<file path="config.mk">
export PLATFORM = sky130hd
export DESIGN_NAME = pwm_generator
export DESIGN_NICKNAME = d
export VERILOG_FILES = /design/src/rtl/pwm_generator_pkg.sv /design/src/rtl/pwm_tick_gen.sv /design/src/rtl/pwm_generator.sv
export SDC_FILE = /design/constraint.sdc
export NUM_CORES = 1
export LEC_CHECK = 0
export CELL_PAD_IN_SITES_DETAIL_PLACEMENT = 2
export CELL_PAD_IN_SITES_GLOBAL_PLACEMENT = 2
export CORE_UTILIZATION = 38
export CTS_CLUSTER_SIZE = 25
export DETAILED_ROUTE_END_ITERATION = 10
export PLACE_DENSITY_LB_ADDON = 0.2
export SYNTH_ARGS = -nofsm -noshare
export SYNTH_HDL_FRONTEND = slang
export SYNTH_SLANG_ARGS = --single-unit
</file>
<file path="constraint.sdc">
create_clock -name clock -period 4.25 [get_ports clock]
set_clock_uncertainty 0.05 [all_clocks]
set_input_delay 0.85 -clock clock [delete_from_list [all_inputs] [get_ports clock]]
set_output_delay 0.85 -clock clock [all_outputs]
set_load 0.02 [all_outputs]
</file>
<file path="src/rtl/pwm_generator_pkg.sv">
// Shared definitions for the PWM generator and its angle-to-PWM handshake partner.
package pwm_generator_pkg;

    localparam int unsigned PWM_CNT_W  = 8;
    localparam int unsigned PWM_PERIOD = 256;

    typedef enum logic [1:0] {
        GEN_OFF  = 2'd0,
        GEN_RUN  = 2'd1,
        GEN_DEAD = 2'd2
    } gen_state_e;

    // Command sampled from the controller at a period boundary; pwm_done acknowledges it.
    typedef struct packed {
        logic [PWM_CNT_W-1:0] ratio;
        logic                 direction;
    } pwm_cmd_t;

    // A command can be applied immediately unless it reverses a motor that is being driven.
    function automatic logic cmd_applies_now(input pwm_cmd_t             cmd,
                                             input logic                 cur_dir,
                                             input logic [PWM_CNT_W-1:0] cur_ratio);
        return (cmd.direction == cur_dir) || (cur_ratio == '0);
    endfunction

endpackage

</file>
<file path="src/rtl/pwm_tick_gen.sv">
// Prescaler and 8-bit PWM period counter; flags the last tick of each period.
module pwm_tick_gen
    import pwm_generator_pkg::*;
#(
    parameter int unsigned CLK_DIV = 10
) (
    input  logic                 clock,
    input  logic                 reset,
    input  logic                 clear,
    output logic                 tick,
    output logic [PWM_CNT_W-1:0] count,
    output logic                 boundary
);

    localparam int unsigned          PRE_W   = (CLK_DIV > 1) ? $clog2(CLK_DIV) : 1;
    localparam logic [PRE_W-1:0]     PRE_MAX = PRE_W'(CLK_DIV - 1);
    localparam logic [PWM_CNT_W-1:0] CNT_MAX = PWM_CNT_W'(PWM_PERIOD - 1);

    logic [PRE_W-1:0]     pre_q;
    logic [PWM_CNT_W-1:0] cnt_q;

    always_ff @(posedge clock or posedge reset) begin
        if (reset) begin
            pre_q <= '0;
            cnt_q <= '0;
        end else if (clear) begin
            pre_q <= '0;
            cnt_q <= '0;
        end else begin
            pre_q <= tick ? '0 : pre_q + PRE_W'(1);
            if (tick) begin
                cnt_q <= cnt_q + PWM_CNT_W'(1);
            end
        end
    end

    assign tick     = (pre_q == PRE_MAX);
    assign count    = cnt_q;
    assign boundary = tick && (cnt_q == CNT_MAX);

endmodule

</file>
<file path="src/rtl/pwm_generator.sv">
// PWM output stage for one swerve rotation motor: boundary-aligned duty updates, pwm_done
// acknowledge, and forced-low dead-time on a direction reversal.
module pwm_generator
    import pwm_generator_pkg::*;
#(
    parameter int unsigned CLK_DIV          = 10,
    parameter int unsigned DEADTIME_PERIODS = 2
) (
    input  logic                 clock,
    input  logic                 reset,
    input  logic                 pwm_enable,
    input  logic                 pwm_update,
    input  logic [PWM_CNT_W-1:0] pwm_ratio,
    input  logic                 pwm_direction,
    output logic                 pwm_done,
    output logic                 pwm_signal,
    output logic                 dir_out,
    output logic [1:0]           gen_state
);

    localparam int unsigned      DC_W      = $clog2(DEADTIME_PERIODS + 1);
    localparam logic [DC_W-1:0]  DEAD_LAST = DC_W'(DEADTIME_PERIODS - 1);

    gen_state_e           state_q, state_d;
    logic [PWM_CNT_W-1:0] ratio_q, ratio_d;
    logic                 dir_q, dir_d;
    logic [DC_W-1:0]      dead_q, dead_d;
    logic                 done_q, done_d;
    logic                 sig_q, sig_d;

    logic                 clear;
    logic                 unused_tick;
    logic [PWM_CNT_W-1:0] count;
    logic                 boundary;
    pwm_cmd_t             cmd;

    assign cmd   = '{ratio: pwm_ratio, direction: pwm_direction};
    assign clear = (state_q == GEN_OFF) || !pwm_enable;

    pwm_tick_gen #(
        .CLK_DIV (CLK_DIV)
    ) u_tick_gen (
        .clock    (clock),
        .reset    (reset),
        .clear    (clear),
        .tick     (unused_tick),
        .count    (count),
        .boundary (boundary)
    );

    always_ff @(posedge clock or posedge reset) begin
        if (reset) begin
            state_q <= GEN_OFF;
        end else begin
            state_q <= state_d;
        end
    end

    always_comb begin
        state_d = state_q;
        if (!pwm_enable) begin
            state_d = GEN_OFF;
        end else begin
            unique case (state_q)
                GEN_OFF:  state_d = GEN_RUN;
                GEN_RUN: begin
                    if (boundary && pwm_update && !cmd_applies_now(cmd, dir_q, ratio_q)) begin
                        state_d = GEN_DEAD;
                    end
                end
                GEN_DEAD: begin
                    if (boundary && (dead_q == DEAD_LAST)) begin
                        state_d = GEN_RUN;
                    end
                end
                default:  state_d = GEN_OFF;
            endcase
        end
    end

    always_comb begin
        ratio_d = ratio_q;
        dir_d   = dir_q;
        dead_d  = dead_q;
        done_d  = 1'b0;
        sig_d   = (state_q == GEN_RUN) && pwm_enable && (count < ratio_q);
        if (!pwm_enable) begin
            ratio_d = '0;
        end else begin
            unique case (state_q)
                GEN_OFF: begin
                    ratio_d = '0;
                    dead_d  = '0;
                end
                GEN_RUN: begin
                    if (boundary && pwm_update) begin
                        if (cmd_applies_now(cmd, dir_q, ratio_q)) begin
                            ratio_d = cmd.ratio;
                            dir_d   = cmd.direction;
                            done_d  = 1'b1;
                        end else begin
                            ratio_d = '0;
                            dead_d  = '0;
                        end
                    end
                end
                GEN_DEAD: begin
                    // Dead-time always runs to completion, then takes whatever is requested now.
                    if (boundary) begin
                        if (dead_q == DEAD_LAST) begin
                            ratio_d = cmd.ratio;
                            dir_d   = cmd.direction;
                            done_d  = 1'b1;
                        end else begin
                            dead_d = dead_q + DC_W'(1);
                        end
                    end
                end
                default: ;
            endcase
        end
    end

    always_ff @(posedge clock or posedge reset) begin
        if (reset) begin
            ratio_q <= '0;
            dir_q   <= 1'b0;
            dead_q  <= '0;
            done_q  <= 1'b0;
            sig_q   <= 1'b0;
        end else begin
            ratio_q <= ratio_d;
            dir_q   <= dir_d;
            dead_q  <= dead_d;
            done_q  <= done_d;
            sig_q   <= sig_d;
        end
    end

    assign pwm_done   = done_q;
    assign pwm_signal = sig_q;
    assign dir_out    = dir_q;
    assign gen_state  = state_q;

endmodule
</file>
### Power grid

The bar under the picture is 20 um long. Pins as bars on the die edge. Tap cells in grey.
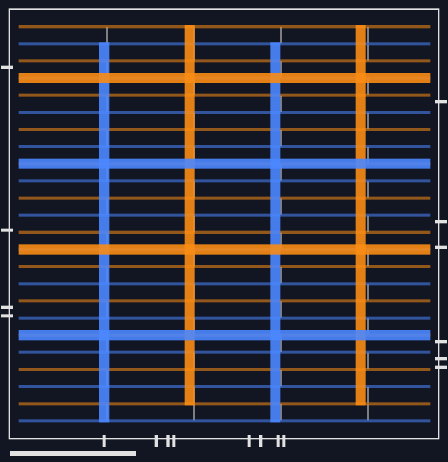
Blue marks VSS. Orange marks VDD.
4 straps on met5. 24 met1 rails follow the rows. 4 straps on met4. 18 signal pins sit on the boundary.

### Cell classes on the final placement

The bar under the picture is 20 um long.
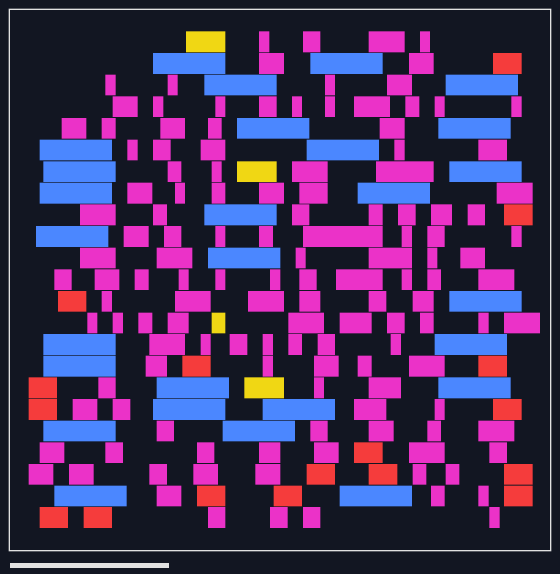
Magenta marks remaining logic cells, cells 133. Red marks remaining buffers and delay cells, cells 17. Yellow marks clock drivers and dummy loads, cells 4. Blue marks sequential cells, cells 27.

### Clock distribution

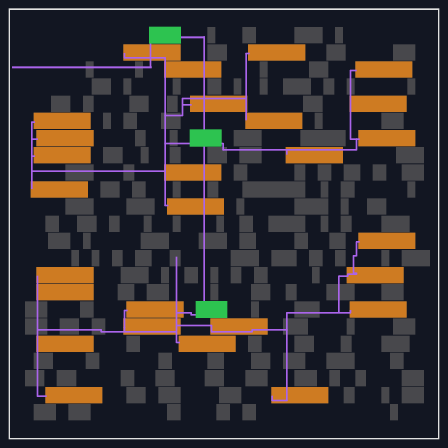
Green marks clock-net drivers, count 3. Purple marks clock wires, length 349 um. Orange marks flip-flops, count 27.
Position of the flops: widely spread. There are 4 routed clock nets.

### Routed metal, one colour a layer

The bar under the picture is 20 um long. Only two layers are drawn.
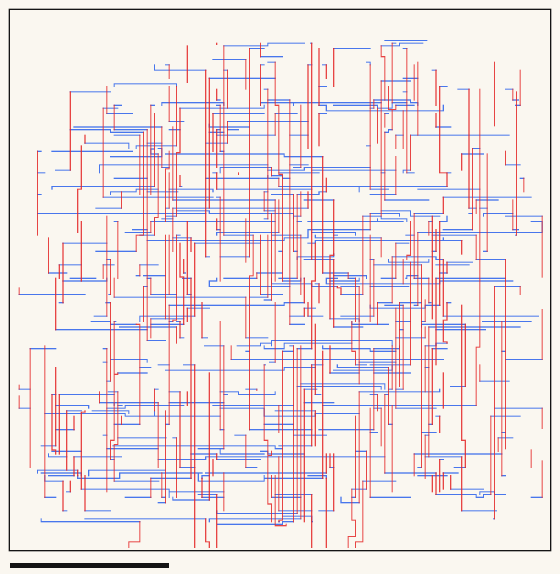
Red marks M2, wire length 2170 um. Blue marks M1, wire length 1950 um.

### Placement view

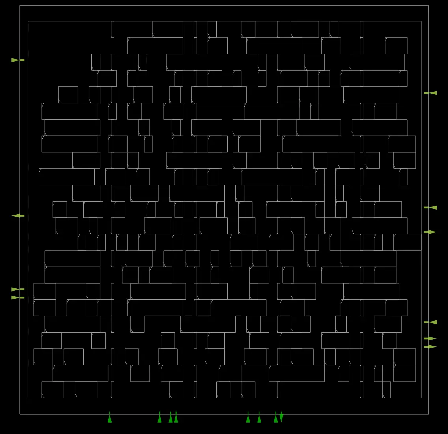
fillers: 438
Util after Layout: 46.88%

==> results.cfg <==
; physical design summary
[cells_and_area]
buf_share_pct = 8.883
inv_count = 15
sh_seq_area_pct = 35.27
comb_share_pct = 47.22
synthToLayoutAreaGrowth_pct = 15.99
nets = 211
final_cell_mix = dfrtp_1, clkdlybuf4s50_1, ha_1
logic_gates = 118
seq_cell_count = 27
finalNonFillerCells = 231
num-clock-buffers = 3

[worst_setup_path]
worst-setup-path-type = input pin to flop
setup.worst_path.end = ratio_q[6]
cp.arrival_ns = 2.94
max_stage_delay_ns = 0.67
path_max_fanout = 16
crit_buf_inv = 1
cp-startpoint = pwm_enable

[logic_synthesis]
aoi_share_pct = 15.15
synth_nets = 193
yosys.area_share.adder_pct = 12.12
synth_top_area_share_pct = 40.91
topCombFamilyByArea = simple AND/OR/NAND/NOR gates
ys_sh_xor_pct = 5.303
syn_area_per_cell_um2 = 10.07

[detailed_routing]
drt_first_iter_violations = 42
firstDrtPassIters = 4
top_layer_used = met4
route.detailed.drc = 0

[floorplan]
die_x_um = 67.93
fp_util_pct = 40.42

[clocking]
cts_made_buffers = 3
clk_pin_slew_ns = 0.10

[power_and_ir_drop]
p_per_area_nw_per_um2 = 427.4
intPower_mw = 0.4895

[run]
tool_warnings = 31

[final_timing]
worstMarginPinSlew_ns = 1.060
timing.hold.ws_ns = 0.4335
drv_slew = 0
hold_viol_final = 0
max_freq_mhz = 355.2
rsz0062_at_grt = no

[hold_path]
hp-class = flop to flop

[placed_design]
dp_hpwl_um = 3216

[status]
status = finished clean
